### src/rtl/rst_seq_pkg.sv
// Shared types and helpers for the reset sequencer.
package rst_seq_pkg;

    typedef enum logic [2:0] {
        HOLD,
        RELEASE,
        RUN,
        QUIESCE,
        ASSERT
    } rst_seq_state_t;

    localparam int RST_SEQ_CNT_W_DFLT = 8;

    // Minimum timer width able to hold the largest of the three delays.
    function automatic int rst_seq_cnt_w(input int a, input int b, input int c);
        int m;
        m = a;
        if (b > m) m = b;
        if (c > m) m = c;
        return $clog2(m + 1);
    endfunction

endpackage

### src/rtl/rst_seq_timer.sv
// Loadable down-counter; expired is high while the count sits at 1, so a
// load of D followed by D-1 enabled edges makes the D-th edge see expired.
module rst_seq_timer #(
    parameter int CNT_W   = 8,
    parameter int RST_VAL = 1
) (
    input  logic             clk,
    input  logic             aresetn,
    input  logic             load,
    input  logic [CNT_W-1:0] load_val,
    input  logic             en,
    output logic             expired
);

    logic [CNT_W-1:0] count;

    // Load has priority; counting stops at zero so a zero load never expires.
    always_ff @(posedge clk or negedge aresetn) begin
        if (!aresetn) begin
            count <= CNT_W'(RST_VAL);
        end else if (load) begin
            count <= load_val;
        end else if (en && (count != '0)) begin
            count <= count - 1'b1;
        end
    end

    assign expired = (count == CNT_W'(1));

endmodule

### src/rtl/rst_seq_ctrl.sv
// Reset sequencer: holds all domains in reset, releases them one by one,
// and replays the sequence after a quiesced software reset.
//
// state   | meaning
// --------+-------------------------------------------------------------
// HOLD    | all domains in reset, counting down ASSERT_HOLD
// RELEASE | releasing domains 1..N-1, one every RELEASE_DLY edges
// RUN     | all domains released, waiting for a software reset request
// QUIESCE | quiesce_req high, waiting for quiesce_ack or timeout
// ASSERT  | single cycle with all domains in reset and soft_rst_ack high
module rst_seq_ctrl
    import rst_seq_pkg::*;
#(
    parameter int N_DOMAINS   = 3,
    parameter int ASSERT_HOLD = 4,
    parameter int RELEASE_DLY = 8,
    parameter int QUIESCE_TO  = 64,
    parameter int CNT_W       = RST_SEQ_CNT_W_DFLT
) (
    input  logic                 clk,
    input  logic                 aresetn,
    input  logic                 soft_rst_req,
    output logic                 soft_rst_ack,
    output logic                 quiesce_req,
    input  logic                 quiesce_ack,
    input  logic                 err_clr,
    output logic [N_DOMAINS-1:0] rst_n_out,
    output logic                 rst_done,
    output logic                 seq_busy,
    output logic                 timeout_err
);

    localparam int IDX_W = (N_DOMAINS > 1) ? $clog2(N_DOMAINS) : 1;
    localparam logic [IDX_W-1:0] LAST_IDX = IDX_W'(N_DOMAINS - 1);

    if (N_DOMAINS < 1) begin : g_chk_n_domains
        $error("rst_seq_ctrl: N_DOMAINS must be >= 1");
    end
    if (ASSERT_HOLD < 1) begin : g_chk_assert_hold
        $error("rst_seq_ctrl: ASSERT_HOLD must be >= 1");
    end
    if (RELEASE_DLY < 1) begin : g_chk_release_dly
        $error("rst_seq_ctrl: RELEASE_DLY must be >= 1");
    end
    if (CNT_W < rst_seq_cnt_w(ASSERT_HOLD, RELEASE_DLY, QUIESCE_TO)) begin : g_chk_cnt_w
        $error("rst_seq_ctrl: CNT_W too small for the configured delays");
    end

    rst_seq_state_t       state, state_nxt;
    logic [IDX_W-1:0]     idx, idx_nxt, idx_inc;
    logic [N_DOMAINS-1:0] rst_n_nxt;
    logic                 pending, pending_nxt;
    logic                 qreq_nxt, sack_nxt, done_nxt, busy_nxt, terr_nxt;
    logic                 tmr_load, tmr_en, tmr_exp;
    logic [CNT_W-1:0]     tmr_val;

    assign idx_inc = idx + 1'b1;

    // One timer serves the hold, release-spacing and quiesce-timeout phases.
    rst_seq_timer #(
        .CNT_W   (CNT_W),
        .RST_VAL (ASSERT_HOLD)
    ) u_timer (
        .clk      (clk),
        .aresetn  (aresetn),
        .load     (tmr_load),
        .load_val (tmr_val),
        .en       (tmr_en),
        .expired  (tmr_exp)
    );

    // State and all registered outputs.
    always_ff @(posedge clk or negedge aresetn) begin
        if (!aresetn) begin
            state        <= HOLD;
            idx          <= '0;
            pending      <= 1'b0;
            rst_n_out    <= '0;
            quiesce_req  <= 1'b0;
            soft_rst_ack <= 1'b0;
            rst_done     <= 1'b0;
            seq_busy     <= 1'b1;
            timeout_err  <= 1'b0;
        end else begin
            state        <= state_nxt;
            idx          <= idx_nxt;
            pending      <= pending_nxt;
            rst_n_out    <= rst_n_nxt;
            quiesce_req  <= qreq_nxt;
            soft_rst_ack <= sack_nxt;
            rst_done     <= done_nxt;
            seq_busy     <= busy_nxt;
            timeout_err  <= terr_nxt;
        end
    end

    // Next-state, next-output and timer control.
    always_comb begin
        state_nxt   = state;
        idx_nxt     = idx;
        rst_n_nxt   = rst_n_out;
        qreq_nxt    = quiesce_req;
        sack_nxt    = 1'b0;
        done_nxt    = rst_done;
        busy_nxt    = seq_busy;
        terr_nxt    = timeout_err;
        pending_nxt = pending;
        tmr_load    = 1'b0;
        tmr_en      = 1'b0;
        tmr_val     = '0;

        if (err_clr) terr_nxt = 1'b0;
        // A request outside RUN is remembered and served once RUN is reached.
        if (soft_rst_req && (state != RUN)) pending_nxt = 1'b1;

        case (state)
            HOLD: begin
                tmr_en = 1'b1;
                if (tmr_exp) begin
                    rst_n_nxt[0] = 1'b1;
                    tmr_load     = 1'b1;
                    tmr_val      = CNT_W'(RELEASE_DLY);
                    if (N_DOMAINS == 1) begin
                        state_nxt = RUN;
                        done_nxt  = 1'b1;
                        busy_nxt  = 1'b0;
                    end else begin
                        state_nxt = RELEASE;
                    end
                end
            end
            RELEASE: begin
                tmr_en = 1'b1;
                if (tmr_exp) begin
                    rst_n_nxt = rst_n_out | (N_DOMAINS'(1) << idx_inc);
                    idx_nxt   = idx_inc;
                    tmr_load  = 1'b1;
                    tmr_val   = CNT_W'(RELEASE_DLY);
                    if (idx_inc == LAST_IDX) begin
                        state_nxt = RUN;
                        done_nxt  = 1'b1;
                        busy_nxt  = 1'b0;
                    end
                end
            end
            RUN: begin
                if (soft_rst_req || pending) begin
                    state_nxt   = QUIESCE;
                    qreq_nxt    = 1'b1;
                    done_nxt    = 1'b0;
                    busy_nxt    = 1'b1;
                    pending_nxt = 1'b0;
                    tmr_load    = 1'b1;
                    tmr_val     = CNT_W'(QUIESCE_TO);
                end
            end
            QUIESCE: begin
                tmr_en = 1'b1;
                // Ack is checked first so a same-edge ack suppresses the error.
                if (quiesce_ack || ((QUIESCE_TO != 0) && tmr_exp)) begin
                    if (!quiesce_ack) terr_nxt = 1'b1;
                    state_nxt = ASSERT;
                    qreq_nxt  = 1'b0;
                    rst_n_nxt = '0;
                    sack_nxt  = 1'b1;
                end
            end
            ASSERT: begin
                rst_n_nxt = '0;
                idx_nxt   = '0;
                tmr_load  = 1'b1;
                tmr_val   = CNT_W'(ASSERT_HOLD);
                state_nxt = HOLD;
            end
            default: begin
                state_nxt = HOLD;
            end
        endcase
    end

endmodule

### config.mk
export PLATFORM = sky130hd
export DESIGN_NAME = rst_seq_ctrl
export DESIGN_NICKNAME = d
export VERILOG_FILES = /design/src/rtl/rst_seq_pkg.sv /design/src/rtl/rst_seq_timer.sv /design/src/rtl/rst_seq_ctrl.sv
export SDC_FILE = /design/constraint.sdc
export NUM_CORES = 1
export LEC_CHECK = 0
export ABC_AREA = 1
export CAP_MARGIN = 20
export CORE_UTILIZATION = 59
export CTS_CLUSTER_DIAMETER = 200
export DETAILED_ROUTE_END_ITERATION = 8
export GPL_TIMING_DRIVEN = 1
export MAX_ROUTING_LAYER = met4
export PLACE_DENSITY = 0.85
export SYNTH_ARGS = -nofsm -noshare
export SYNTH_HDL_FRONTEND = slang
export SYNTH_SLANG_ARGS = --single-unit
### constraint.sdc
create_clock -name clk -period 2 [get_ports clk]
set_input_delay 0.6 -clock clk [delete_from_list [all_inputs] [get_ports clk]]
set_output_delay 0.6 -clock clk [all_outputs]
set_load 0.03 [all_outputs]
### Power grid

The bar under the picture is 10 um long. Pins as bars on the die edge. Tap cells in gray.
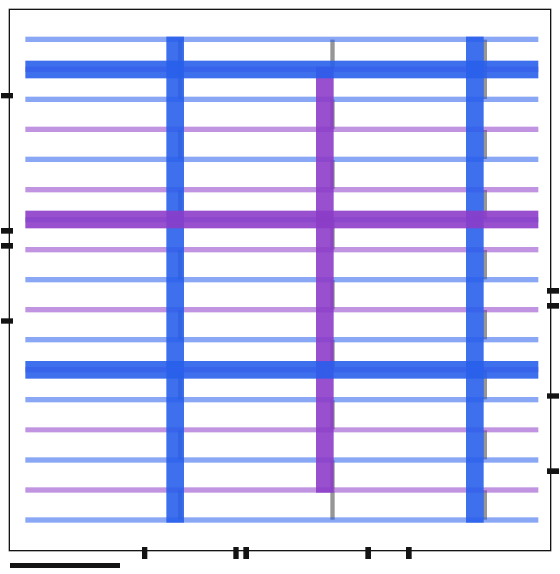
Key: purple = VDD; blue = VSS
3 straps on met5. 17 met1 rails follow the rows. The core has 16 rows.
core area: 2020 um2
Horiz. Die Dim: 48.9 um

### Cell classes on the final placement

The bar under the picture is 10 um long.
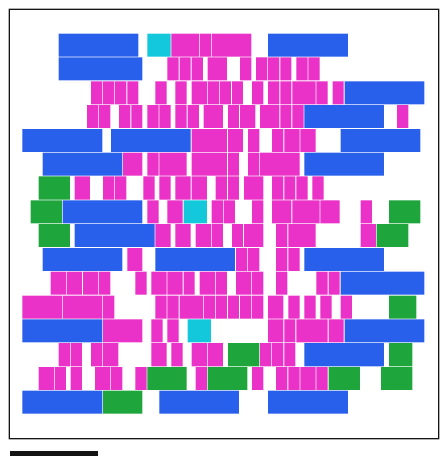
Key: blue = flops [cells 22]; cyan = cells driving clock nets [cells 3]; magenta = all other logic [cells 155]; green = other buffers and delay cells [cells 13]
Core Rows: 16
final core utilization: 73.0%
flip-flop and latch share of the layout cell area: 37.5%
total non-filler cell area in the finished layout: 1480 um2

### Clock distribution

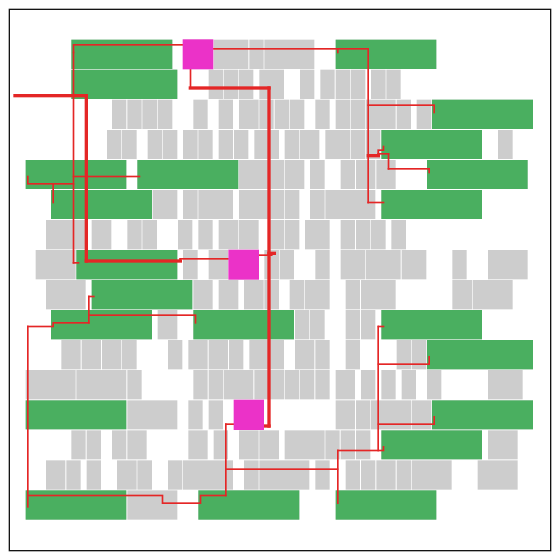
Key: green = flip-flops [count 22]; magenta = cells driving clock nets [count 3]; red = clock wires [length 277 um]
Position of the flops: spread over the die.
setup clock skew after layout: 5.11 ps
power attributed to the clock group: 207 uW

==> README.md <==
| Result | Reported | Unit |
|---|---|---|
| Layout Area Growth over Synthesis | 13.8 | % |
| Clk_lat worst skew | 320 | ps |
| Post-synthesis compound-gate area fraction | 10.2 | % |
| Leakage power figure | 0.826 | nW |
| CTS tree | built | - |
| Top area contributor share | 38.6 | % |
| Number of global-route vias before repair | 1102 | - |
| Slew at the pin closest to its max-slew limit | 321 | ps |
| Total number of yosys warnings | 0 | - |
| Cell-by-cell trace of the critical path | clkdlybuf4s50_1 | - |
| Result of the run | finished, final reports clean | - |
| Fill cell total of the finished layout | 162 | - |
| XOR/XNOR share of the synthesized area | 1.35 | % |
| Cell depth of the worst flop-to-flop path | 9 | - |
| Kind of cell with the highest combined delay on the critical path | buffers and inverters | - |
| Total of endpoints with negative setup slack in the final report | 0 | - |
| Vias | 1130 | - |
| Register-to-register setup slack | 350 | ps |
| Most used flip-flop cell | sky130_fd_sc_hd__dfrtp_1 | - |
| Startpoint of the most critical setup path | rst_done | - |
| Reported max-cap violation count | 0 | - |
| Pin count of the biggest net entering global routing | 23 | - |
| Crit. path cell count | 1 | - |
| Wire length of the first global-routing pass | 4860 | um |
| Clock Tree Buf Depth | 2 | - |
| Slowest Stage Delay on Critical Path | 670 | ps |
| Number of instances in the synthesized netlist | 178 | - |
| Final Hold Fails | 0 | - |
| Flip-flop count of the largest register, all copies and words added | 8 | - |
| Final Slew Violations | 0 | - |
| Crit path kind | reg -> out | - |
| Final hold slack | 476 | ps |
| Number of nets in the finished design | 205 | - |
| DRC | 0 | - |
| Detail Route Antenna Nets | 0 | - |
| Startpoint of the worst-slack reg-to-reg timing path | u_timer.count[0] | - |
| Chip area from the yosys synthesis statistics | 1300 | um2 |
| Die Area | 2390 | um2 |
| Via count normalized by instance count | 5.14 | - |
| Average footprint of a synthesized cell | 7.29 | um2 |
| Post-synthesis cell type with the largest combined area | sky130_fd_sc_hd__dfrtp_1 | - |
| Max Freq | 0.512 | GHz |
| Highest-delay cell along the critical path | sky130_fd_sc_hd__clkdlybuf4s50_1 | - |
| Multi-input combinational cell area | 614 | um2 |
| Main logic family after synthesis | simple AND/OR/NAND/NOR gates | - |
| Clock transition time at the flip-flop clock pins of the worst setup and hold paths | 120 | ps |
| Number of DRC violations after detailed-routing iteration 0 | 24 | - |
| Top cells by area, synth | sky130_fd_sc_hd__dfrtp_1 (39%), sky130_fd_sc_hd__nand2_1 (15%), sky130_fd_sc_hd__inv_1 (8.1%) | - |
| Setup TNS | 0 | ps |
| Count of flip-flops with a built-in enable after synthesis | 0 | - |
### Wiring by layer

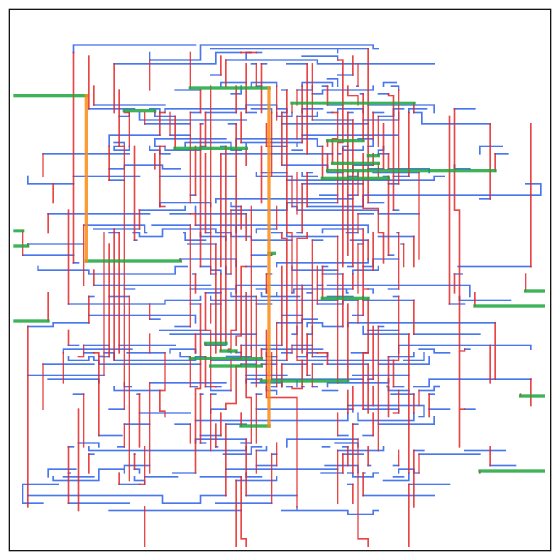
Key: orange = met4 [wire length 45.6 um]; blue = met1 [wire length 1280 um]; green = met3 [wire length 121 um]; red = met2 [wire length 1190 um]
wire length per cell after detailed routing: 12.0 um
combined global-route utilization of all metal layers: 27.2%
routed wire length: 2630 um

### Congestion heat map

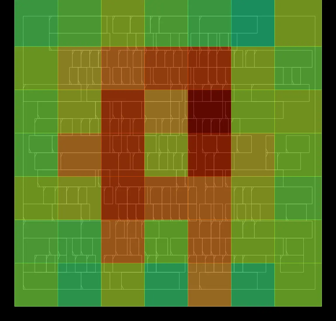
met3 usage in global routing: 3.12%
routing usage on met1: 36.2%
layer with the highest usage after global routing: met2
global-route met2 utilization: 41.2%

-- layer usage --
metal	share of wire [%]	GRT usage, %	routed length [um]	vias up
li1	-	-	-	582
met1	49	36.2	1280	503
met3	4.6	3.12	121	5
met5	0	-	0	-
met4	1.7	13.7	45	0
met2	45	41.2	1190	40
-- worst min path at each step --
stage,end,start,slack [ps]
6_report,seq_busy,seq_busy,480
5_1_grt,seq_busy,seq_busy,480
3_5_place_dp,seq_busy,seq_busy,460
3_3_place_gp,seq_busy,seq_busy,470
4_1_cts,seq_busy,seq_busy,470
2_1_floorplan,idx[0],aresetn,300
-- kinds of logic (layout without fill, tap and decap cells) --
logic type	after synthesis	count (layout)
and+or+nand+nor	93	93
DFF	22	22
buffers and inverters	32	47
AOI/OAI and AO/OA	24	24
adders and majority gates	5	5
xor gates and xnor gates	2	2
-- power by group --
| group | switching [mW] | internal (mW) |
|---|---|---|
| sequential | 0.166 | 0.657 |
| combinational | 0.954 | 0.510 |
| clock | 0.136 | 0.0706 |
-- worst min-delay path: cells and delay by family, from the launching register on --
family | cells | cell delay (ps)
flops | 1 | 390
simple gates | 2 | 90
-- repair_timing --
| action | CTS | global route |
|---|---|---|
| endpoints found under the setup margin | 1 | 3 |
| hold buffers | 0 | 0 |
| resized | 1 | 3 |
-- metrics by stage --
step	setup WS (ps)	instance area (um2)	util, %	std cells
2_1_floorplan	645	1300	-	178
6_report	45.2	1480	73.0	220
5_1_grt	5.85	1480	73.0	220
4_1_cts	11.0	1470	72.6	220
3_3_place_gp	71.5	1450	71.6	217
3_5_place_dp	61.8	1450	71.6	217
-- layout make-up --
cell class              instances  share of cell area (%)
multi-input cells             124                    41.6
flip-flops and latches         22                    37.5
well taps                      27                    2.29
inverters                      31                    8.05
clock buffers                   3                    1.53
repair buffers                 13                    9.07
Power figures rest on the tool's default switching activity, not on a simulated workload.
